==> config.mk <==
export PLATFORM = sky130hd
export DESIGN_NAME = alu_op_sequencer
export DESIGN_NICKNAME = d
export VERILOG_FILES = /design/src/rtl/alu_pkg.sv /design/src/rtl/alu_func_decode.sv /design/src/rtl/alu_op_sequencer.sv
export SDC_FILE = /design/constraint.sdc
export NUM_CORES = 1
export LEC_CHECK = 0
export CAP_MARGIN = 40
export CORE_MARGIN = 2
export CORE_UTILIZATION = 41
export CTS_CLUSTER_DIAMETER = 30
export DETAILED_ROUTE_END_ITERATION = 16
export PLACE_DENSITY = 0.76
export SLEW_MARGIN = 15
export SYNTH_ARGS = -nofsm -noshare
export SYNTH_HDL_FRONTEND = slang
export SYNTH_SLANG_ARGS = --single-unit
==> constraint.sdc <==
create_clock -name clk -period 1.8 [get_ports clk]
set_input_delay 0.18 -clock clk [delete_from_list [all_inputs] [get_ports clk]]
set_output_delay 0.18 -clock clk [all_outputs]
set_load 0.01 [all_outputs]
Run 1, track usage over the die:
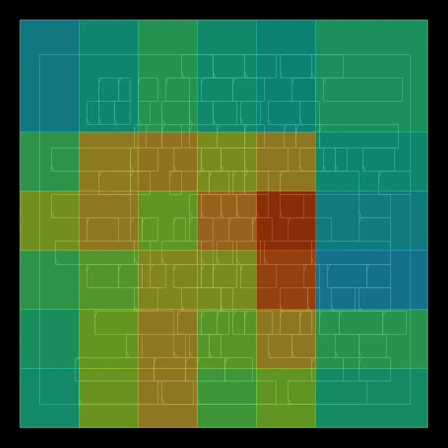
most congested layer reported by global routing: met2
Global Route met3 Usage: 0.0264

Run 1, signal wires on met1:
Supply wires on this layer in grey.
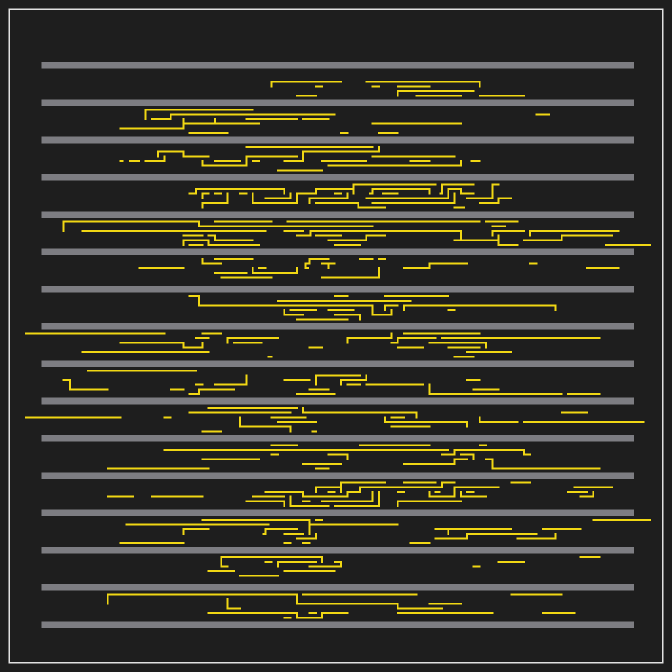
wire length on this layer	903 um
longest straight run	20.7 um
total wirelength of the detailed-routed design: 1.87 mm
routing usage on met1: 0.270
routed vias: 753

Run 1, port wiring:
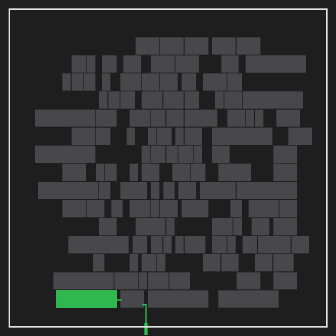
port	colour	bits	direction	edge	end cells	wire
md_start	green	1	output	bottom	1	5.00 um
number of port buffers: 21
I/O pin cnt: 22

Run 1, cell classes on the final placement:
Bar = 10 um. Fill, decap, tap and diode cells in grey.
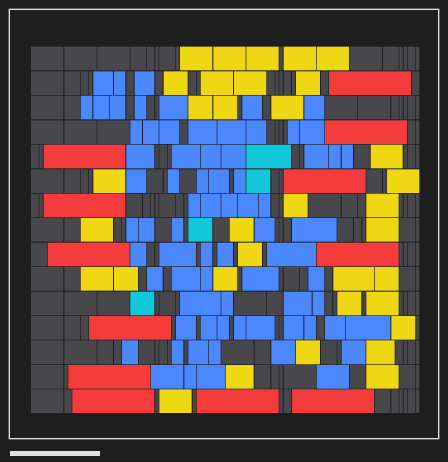
class	colour	cells	share of their area
other buffers and delay cells	yellow	34	28%
clock drivers and dummy loads	cyan	4	3.3%
all other logic	blue	73	42%
flops	red	12	27%
core area: 1760 um2
utilization after layout: 0.643

==> summary.rpt <==
IMPLEMENTATION SUMMARY REPORT
----------------------------------------------------
[Clocking]
  Clock transition time at the flip-flop clock pins of the worst setup and hold paths ........................ 0.08 ns
  Maximum count of clock buffers along a single path ........................ 2
  Clock Sink Count ........................ 12
  Clk Latency, worst-skew pair ........................ 0.27 ns
  CTS root buf ........................ clkbuf_4
  Post-cts hold-fix buffer tally ........................ 0
  CTS tree ........................ done
  Number of buffers created by CTS ........................ 3
  Maximum level of the CTS H-tree ........................ 1

[Cells and area]
  Area growth from synthesis to layout ........................ 45.8%
  Layout filler cell count ........................ 170
  Ratio of cells with drive above 1 in the final layout ........................ 0.179
  Commonest non-fill, non-tap cells in the layout ........................ clkdlybuf4s50_1, buf_4, dfrtp_1, nor2_1, nand2_1
  Commonest Layout Cell ........................ clkdlybuf4s50_1
  Antenna diodes ........................ 0
  Final design area excluding fillers ........................ 1130 um2
  Tally of non-filler cells in the final layout ........................ 148
  Total Nets Final ........................ 138

[Synth]
  Netlist area before placement ........................ 778 um2
  Synth Area in XOR/XNOR ........................ 0.0225
  AND-OR/OR-AND share of the synthesized area ........................ 0.191
  Async set-reset flop share out of synthesis ........................ 1.00
  Distinct cell type count of the synthesized netlist ........................ 34
  Most instantiated cells after synthesis ........................ dfrtp_1, nor2_1, nand2_1
  Area share, top type ........................ 0.386
  Gate Count Post-Synth ........................ 87
  Yosys stat chip area ........................ 778 um2
  Mean instance size in the synthesized netlist ........................ 8.95 um2
  Yosys cell count ........................ 87
  EDFF count, synth ........................ 0
  Most numerous cell in the Yosys netlist ........................ dfrtp_1
  Largest combinational cell category by area ........................ simple AND/OR/NAND/NOR gates
  Largest area contributor in the netlist ........................ dfrtp_1
  Warning count from the yosys run ........................ 0
  Simple Share, Synth ........................ 0.272
  Largest cells by area ........................ dfrtp_1, nor2_1, a21oi_1, nand2_1, nor2b_1
  Number of nets produced by synthesis ........................ 101
  FA/HA/MAJ Cells, Area Fraction ........................ 0.0161
  Post-synth mux share ........................ 0.0547
  Flops after synth ........................ 12
  Synth Seq Share ........................ 0.386
  Commonest register cell after synthesis ........................ dfrtp_1

[Timing]
  Number of endpoints with negative hold slack in the final report ........................ 0
  Count of final max-slew check failures ........................ 0
  Max frequency ........................ 592 MHz
  Least-Margin Pin Slew ........................ 0.416 ns
  Final critical delay including setup and external delays ........................ 1.69 ns
  Normalized max-slew margin ........................ 0.721
  Final clock skew ........................ 0.00272 ns
  Min Hold Slack ........................ 0.223 ns
  Unrepaired setup endpoints after global routing ........................ false
  Worst-case setup margin in the final layout ........................ 0.109 ns
  Final Setup Violations ........................ 0
  Tcrit/Tclk final ........................ 0.939
  Setup TNS ........................ 0 ns

[Critical path]
  Slowest CP cell ........................ clkdlybuf4s50_1
  Logic depth of the worst setup path including buffers ........................ 5
  Start-to-end type of the worst setup path ........................ input port to flop
  Reg2Reg Depth ........................ 4
  Sum of buffers and inverters on the critical path ........................ 1
  Maximum cell stage delay along the critical path ........................ 0.55 ns
  Required time reported for the critical path endpoint ........................ 1.97 ns
  Largest fanout of any net on the critical path ........................ 3
  Ordered cell list for the critical path ........................ clkdlybuf4s50_1 > nor2b_4 > or4b_4 > o41a_1 > mux2_4
  Dominant delay contributor by cell family on the critical path ........................ buffers and inverters
  Crit. End Element ........................ flop
  Type of element launching the critical path ........................ input port
  Flop2flop setup slack ........................ 0.11 ns
  Arrival time at the worst endpoint ........................ 1.86 ns

[Placement]
  DP HPWL ........................ 1.48 mm
  Post-place instance area ........................ 1100 um2
  Cell count after placement ........................ 144
  Gp weighted congestion ........................ 0.838
  Post-place setup slack ........................ -0.175 ns

[Routing]
  Post-DRT Antenna Nets ........................ 0
  DR vias/cell ........................ 5.09
  First-pass detailed-route iteration total ........................ 4
  Number of violations reported at the end of detailed-routing iteration 0 ........................ 30
  DR DRC count ........................ 0
  Routed WL per cell ........................ 12.6 um

[GRT]
  Global Route Usage Sum ........................ 0.187
  Number of antenna violations at the first check in global routing ........................ 0
  Maximum number of pins on one net before global-route repair ........................ 13
  Overflow after GRT ........................ 0
  Wire length of the first global-routing pass ........................ 3.01 mm
  Number of global-route vias before repair ........................ 687

[Pwr]
  Power consumption ........................ 0.702 mW
  Max rail drop VDD ........................ 318 uV
  Leakage power ........................ 0.516 nW
  PD cells ........................ 618 nW/um2

[Outcome]
  Outcome ........................ finished clean

[Die]
  Die extent in x ........................ 47.6 um
  Vert. Die Dim ........................ 47.6 um
  Chip Area ........................ 2260 um2
  Num rows ........................ 15
  Initial Util ........................ 0.441

[Job]
  Number of max-capacitance violations reported ........................ 0
  Number of OpenROAD warnings ........................ 27

[Hold path]
  Worst min-delay path category ........................ input port to async pin

----------------------------------------------------
[run 1: layout make-up]
class,instances,area [um2],area share
multi-input combinational,67,437,0.385
tap,25,31.3,0.0276
inverter,6,22.5,0.0198
clock buffer,4,36.3,0.0320
timing repair buffer,34,308,0.271
sequential,12,300,0.265
[run 1: power breakdown]
part           internal [mW]  leakage [nW]  switching, mW
sequential             0.285         0.156        0.00808
combinational          0.111         0.339         0.0802
clock                  0.123        0.0210         0.0944
total                  0.519         0.516          0.183
[run 1: metal layers]
layer	vias to the layer above	share of wire	GRT usage
met4	0	0.011	0.0811
met3	4	0.058	0.0264
li1	382	-	-
met5	-	0	0
met2	27	0.45	0.278
met1	340	0.48	0.270
[run 1: what timing repair did]
item,CTS,global route
pin swaps,0,0
buffers inserted,0,0
endpoints found under the setup margin,2,1
resized,2,1
Power figures rest on the tool's default switching activity, not on a simulated workload.
